--- src/rtl/mul_share_arb.sv ---
`default_nettype none
// ============================================================================
//  Module      : mul_share_arb
//  Description : Round-robin scheduler sharing one pipelined signed multiplier
//                among N_REQ requesters. Each requester may have one operation
//                outstanding. Issued operations are tagged through the
//                multiplier latency. The carry-save output pair is resolved on
//                return, and the product is parked in a per-requester
//                one-deep result buffer.
//  Ports       : clk, rst_n            clock, async active-low reset
//                req_valid/a/b         per-requester operand handshake (in)
//                req_ready             one-hot grant (combinational)
//                res_valid/data/ready  per-requester result handshake
//                mul_valid/a/b         registered issue to the multiplier
//                mul_cout/mul_sum      carry-save multiplier result (in)
//                busy                  any op in flight or result buffered
//  Revision    : 1.0  initial release
// ============================================================================
module mul_share_arb #(
   parameter int WIDTH_DATA = 16,
   parameter int N_REQ      = 4,
   parameter int MUL_LAT    = 2
) (
   input  logic                          clk,
   input  logic                          rst_n,
   input  logic [N_REQ-1:0]              req_valid,
   input  logic [N_REQ*WIDTH_DATA-1:0]   req_a,
   input  logic [N_REQ*WIDTH_DATA-1:0]   req_b,
   output logic [N_REQ-1:0]              req_ready,
   output logic [N_REQ-1:0]              res_valid,
   output logic [N_REQ*2*WIDTH_DATA-1:0] res_data,
   input  logic [N_REQ-1:0]              res_ready,
   output logic                          mul_valid,
   output logic [WIDTH_DATA-1:0]         mul_a,
   output logic [WIDTH_DATA-1:0]         mul_b,
   input  logic [2*WIDTH_DATA-1:0]       mul_cout,
   input  logic [2*WIDTH_DATA-1:0]       mul_sum,
   output logic                          busy
);

   localparam int IDX_W = (N_REQ > 1) ? $clog2(N_REQ) : 1;
   localparam int PW    = 2 * WIDTH_DATA;
   // Tag stage 0 lines up with mul_a/mul_b; the tail lines up with cout/sum.
   localparam int TAG_D = MUL_LAT + 1;

   logic [N_REQ-1:0]      inflight_q, inflight_d;
   logic [N_REQ-1:0]      res_full_q, res_full_d;
   logic [IDX_W-1:0]      last_q, last_d;
   logic                  mul_valid_q, mul_valid_d;
   logic [WIDTH_DATA-1:0] mul_a_q, mul_a_d;
   logic [WIDTH_DATA-1:0] mul_b_q, mul_b_d;
   logic [TAG_D-1:0]      tag_v_q, tag_v_d;
   logic [IDX_W-1:0]      tag_idx_q [TAG_D];
   logic [IDX_W-1:0]      tag_idx_d [TAG_D];
   logic [PW-1:0]         res_data_q [N_REQ];
   logic [PW-1:0]         res_data_d [N_REQ];

   logic [N_REQ-1:0]      eligible;
   logic [N_REQ-1:0]      grant;
   logic [IDX_W-1:0]      grant_idx;
   logic                  fire;
   logic [PW-1:0]         product;
   int                    cand;

   // Eligibility uses registered state only, so a requester popped this
   // cycle does not become eligible until the next cycle.
   always_comb begin
      eligible  = req_valid & ~inflight_q & ~res_full_q;
      grant     = '0;
      grant_idx = last_q;
      fire      = 1'b0;
      cand      = 0;
      for (int k = 1; k <= N_REQ; k++) begin
         cand = int'(last_q) + k;
         if (cand >= N_REQ) cand = cand - N_REQ;
         if (!fire && eligible[IDX_W'(cand)]) begin
            fire                  = 1'b1;
            grant_idx             = IDX_W'(cand);
            grant[IDX_W'(cand)]   = 1'b1;
         end
      end
   end

   // Carry-save resolve; the carry bit shifted past the top is dropped.
   assign product = mul_sum + (mul_cout << 1);

   always_comb begin
      inflight_d  = inflight_q;
      res_full_d  = res_full_q & ~res_ready;
      res_data_d  = res_data_q;
      last_d      = last_q;
      mul_valid_d = fire;
      mul_a_d     = mul_a_q;
      mul_b_d     = mul_b_q;
      tag_v_d     = {tag_v_q[TAG_D-1:0] << 1} | {{(TAG_D-1){1'b0}}, fire};
      tag_idx_d   = tag_idx_q;
      tag_idx_d[0] = grant_idx;
      for (int s = 1; s < TAG_D; s++) begin
         tag_idx_d[s] = tag_idx_q[s-1];
      end

      if (tag_v_q[TAG_D-1]) begin
         inflight_d[tag_idx_q[TAG_D-1]] = 1'b0;
         res_full_d[tag_idx_q[TAG_D-1]] = 1'b1;
         res_data_d[tag_idx_q[TAG_D-1]] = product;
      end

      if (fire) begin
         inflight_d[grant_idx] = 1'b1;
         last_d                = grant_idx;
         for (int i = 0; i < N_REQ; i++) begin
            if (grant[i]) begin
               mul_a_d = req_a[i*WIDTH_DATA +: WIDTH_DATA];
               mul_b_d = req_b[i*WIDTH_DATA +: WIDTH_DATA];
            end
         end
      end
   end

   always_ff @(posedge clk or negedge rst_n) begin
      if (!rst_n) begin
         inflight_q  <= '0;
         res_full_q  <= '0;
         last_q      <= IDX_W'(N_REQ - 1);
         mul_valid_q <= 1'b0;
         mul_a_q     <= '0;
         mul_b_q     <= '0;
         tag_v_q     <= '0;
         for (int s = 0; s < TAG_D; s++) tag_idx_q[s] <= '0;
         for (int i = 0; i < N_REQ; i++) res_data_q[i] <= '0;
      end else begin
         inflight_q  <= inflight_d;
         res_full_q  <= res_full_d;
         last_q      <= last_d;
         mul_valid_q <= mul_valid_d;
         mul_a_q     <= mul_a_d;
         mul_b_q     <= mul_b_d;
         tag_v_q     <= tag_v_d;
         tag_idx_q   <= tag_idx_d;
         res_data_q  <= res_data_d;
      end
   end

   generate
      for (genvar gi = 0; gi < N_REQ; gi++) begin : g_res_out
         assign res_data[gi*PW +: PW] = res_data_q[gi];
      end
   endgenerate

   assign req_ready = grant;
   assign res_valid = res_full_q;
   assign mul_valid = mul_valid_q;
   assign mul_a     = mul_a_q;
   assign mul_b     = mul_b_q;
   assign busy      = (|inflight_q) | (|res_full_q);

endmodule
`default_nettype wire

--- config.mk ---
export PLATFORM = sky130hd
export DESIGN_NAME = mul_share_arb
export DESIGN_NICKNAME = d
export VERILOG_FILES = /design/src/rtl/mul_share_arb.sv
export SDC_FILE = /design/constraint.sdc
export NUM_CORES = 1
export LEC_CHECK = 0
export ABC_AREA = 1
export ABC_CLOCK_PERIOD_IN_PS = 3200
export CAP_MARGIN = 20
export CORE_ASPECT_RATIO = 0.6
export CORE_MARGIN = 8
export CORE_UTILIZATION = 45
export CTS_BUF_LIST = sky130_fd_sc_hd__clkbuf_16
export CTS_CLUSTER_DIAMETER = 60
export CTS_CLUSTER_SIZE = 16
export DETAILED_ROUTE_END_ITERATION = 16
export GPL_TIMING_DRIVEN = 0
export PLACE_DENSITY = 0.81
export SYNTH_ARGS = -nofsm -noshare
export SYNTH_HDL_FRONTEND = slang
export SYNTH_SLANG_ARGS = --single-unit
--- constraint.sdc ---
create_clock -name clk -period 3.2 [get_ports clk]
set_input_delay 0.48 -clock clk [delete_from_list [all_inputs] [get_ports clk]]
set_output_delay 0.48 -clock clk [all_outputs]
set_load 0.01 [all_outputs]
### Wire density map, run 1

Drawn at 2 px/micron. The die is cut into 21 by 13 equal tiles; dark purple is low, yellow is high, scaled to the fullest tile. Values are wire area over tile area, all layers added.
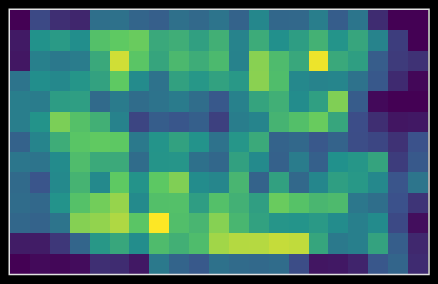
The mean over all tiles is 0.24. 3.3% of the tiles are nearly empty. The fullest tile reaches 0.54. The densest ninth of the die: south. 42% of the tiles are over half the peak.
final WL: 40500 microns
WL/cell: 20.0 microns
Total GRT Usage: 28.4%
vias: 11.1k

### Supply network, run 1

Drawn at 2 px/micron. Pins as bars on the die edge.
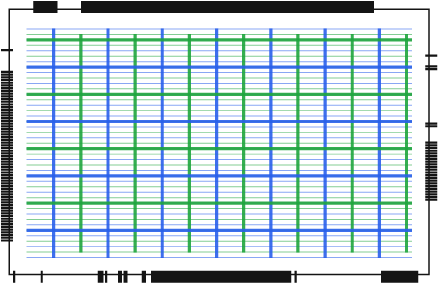
Key: VSS = blue; VDD = green
372 signal pins sit on the boundary. The core has 42 rows. 43 met1 rails follow the rows. 8 straps on met5.
Die W: 209 microns
VDD IR max: 0.426 mV

### Placed standard cells, run 1

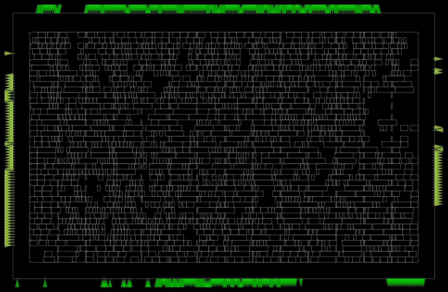
registers: 179
share of the core filled with cells: 68.0%

run 1: layer usage:
metal  GRT usage (%)  up-vias  wire length, microns
li1                -     5174                     -
met1            39.5     5332                 17900
met2            41.6      522                 17600
met3            8.50       69                  3790
met4            9.83        0                  1190
met5               0        -                     0
run 1: timing repair:
action	CTS	global route
gates resized	18	10
pin swaps	7	6
hold endpoints to repair	40	0
hold buffers	1	0
setup endpoints to repair	4	5
setup buffers	8	7
run 1: logic make-up after synthesis:
| kind of cell | after synthesis | synth area share [%] |
|---|---|---|
| adders and majority gates | 39 | 4.92 |
| xor gates and xnor gates | 21 | 1.83 |
| AOI/OAI and AO/OA | 226 | 11.9 |
| and+or+nand+nor | 711 | 30.8 |
| DFF | 179 | 44.5 |
| buffers and inverters | 149 | 6.06 |
run 1: per-stage QoR:
stage | util [%] | TNS (ns) | area (sq um)
2_1_floorplan | - | 0 | 10100
3_3_place_gp | 64.2 | -1040.81 | 14100
3_5_place_dp | 64.4 | -1.92 | 14200
4_1_cts | 67.6 | 0 | 14900
5_1_grt | 68.0 | 0 | 15000
6_report | 68.0 | 0 | 15000
run 1: where the power goes:
group	total [mW]	internal, mW	switching (mW)
Clock	2.13	1.06	1.07
Combinational	2.75	1.32	1.43
Sequential	2.91	2.67	0.240
Total	7.80	5.06	2.74
run 1: worst max-delay path by stage:
stage	from	slack, ns	end
after floorplan	last_q[1]	0.61	req_ready[3]
after global placement	rst_n	-5.85	res_valid[0]
after detailed placement	last_q[1]	-0.35	req_ready[1]
after CTS	last_q[1]	0.005	req_ready[1]
after global routing	last_q[1]	0.005	req_ready[2]
final	last_q[1]	0.11	req_ready[2]
==> run summary, run 1 <==
Post-DRT Antenna Nets -> 0
overall power of the completed layout -> 7.80 mW
Data arrival, critical path -> 2.61 ns
Mapped Avg Cell Area -> 7.60 sq um
Rel. slew slack -> 35.1%
RD Place Congestion -> 0.977
CTS Buf Count -> 17
status -> completed
fraction of area in registers -> 29.9%
Residual DRC -> 0
number of port buffers -> 370
Non-clock buffer share -> 27.5%
Max stage delay on crit path -> 0.57 ns
cell type with the largest total area -> dfrtp_1
hold path depth -> 0
antenna violations before repair -> 0
antenna cell count -> 0
synthesis area per yosys -> 10100 sq um
num rows -> 42
logic share of the area -> 33.8%
# clock sinks -> 179
DP HPWL -> 32500 microns
largest net degree at the start of global routing -> 124
Worst path top cell family by delay -> buffers and inverters
floorplan core density -> 45.8%
Top-area cell share -> 44.0%
cell count after placement -> 1982
nets -> 1970
--- run 2 (diff from run 1) ---
--- a/config.mk
+++ b/config.mk
@@ -12,7 +12,7 @@
 export CORE_MARGIN = 8
 export CORE_UTILIZATION = 45
 export CTS_BUF_LIST = sky130_fd_sc_hd__clkbuf_16
-export CTS_CLUSTER_DIAMETER = 60
+export CTS_CLUSTER_DIAMETER = 30
 export CTS_CLUSTER_SIZE = 16
 export DETAILED_ROUTE_END_ITERATION = 16
 export GPL_TIMING_DRIVEN = 0
### Cells by drive strength, run 2

Drawn at 1.5 px/micron.
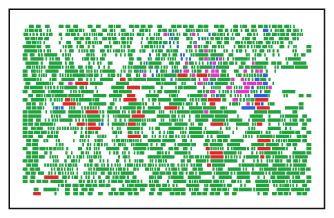
Key: _0 and _1 cells = green [cells 1634, share 94%, most used nand2_1]; _3 and _4 cells = magenta [cells 36, share 2.1%, most used buf_4]; _2 cells = blue [cells 38, share 2.2%, most used buf_2]; _6 and larger = red [cells 34, share 2.0%, most used clkbuf_16]
Setup WS post-layout: 0.106 ns
Area growth syn-to-layout: 48.5%
Non-CTS buffers: 442

==> run 2 against run 1 <==
Power did not move. Global-route usage stayed put. Worst setup slack is the same. Clock power about the same. Largest power group unchanged.
==> run summary, run 2 <==
overall power of the completed layout -> 7.80 mW
vias -> 11.1k
status -> completed
largest net degree at the start of global routing -> 124
RD Place Congestion -> 0.977
cell type with the largest total area -> dfrtp_1
WL/cell -> 20.0 microns
nets -> 1970
cell count after placement -> 1982
Setup Total Neg Slack -> 0 ns
num rows -> 42
Top-area cell share -> 44.0%
CTS Hold Bufs -> 1
final WL -> 40500 microns
# clock sinks -> 179
Pwr top -> sequential cells
sequential power share -> 37.3%
P_comb -> 2.75 mW
DP HPWL -> 32500 microns
Data arrival, critical path -> 2.61 ns
Rel. slew slack -> 35.1%
### Placed standard cells, run 2

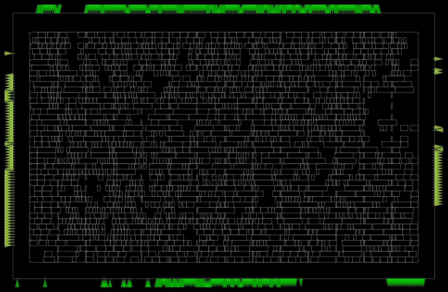
Fillers: 1827
Tapcells: 286
Core Area: 22000 sq um

[run 2: kinds of logic (layout without fill, tap and decap cells)]
group	Yosys count	in the layout	share of synthesized area, %
buffers and inverters	149	566	6.06
AND-OR/OR-AND	226	226	11.9
adder cells (fa/ha/maj)	39	39	4.92
flip-flops	179	179	44.5
XOR/XNOR	21	21	1.83
AND/OR/NAND/NOR	711	711	30.8
[run 2: worst max-delay path, cell delays in order (launching register included)]
cell	delay [ns]
dfstp_2	0.57
clkinvlp_4	0.12
ha_4	0.31
inv_2	0.06
nand3_2	0.08
nand2_4	0.08
buf_4	0.15
nand3_1	0.07
nand2_1	0.08
nor2_4	0.12
nand2_4	0.06
buf_4	0.17
dlygate4sd2_1	0.29
[run 2: cell type report]
class	count	area (sq um)	share of cell area, %
inverter	92	352	2.35
tap	286	358	2.39
clock inverter	15	174	1.16
multi-input combinational	997	5060	33.8
sequential	179	4480	29.9
timing repair buffer	387	3860	25.8
clock buffer	17	425	2.84
buffer	55	255	1.71
[run 2: worst paths after layout]
kind,from,endpoint,slack [ns],cells past startpoint
setup / recovery,last_q[1],req_ready[2],0.11,12
hold / removal,tag_idx_d[1],tag_idx_q[1],0.35,0
setup reg to reg,last_q[1],mul_a[3],0.23,16
hold reg to reg,tag_idx_d[1],tag_idx_q[1],0.35,0
max in group asynchronous,rst_n,res_data[81],1.67,3
min in group asynchronous,rst_n,res_data[80],0.54,2
[run 2: metal layers]
layer	vias up	GRT usage (%)	part of all wire (%)
met5	-	0	0
li1	5174	-	-
met1	5332	39.5	44
met4	0	9.83	2.9
met2	522	41.6	43
met3	69	8.50	9.4
Power is estimated from default activity; no workload was simulated.
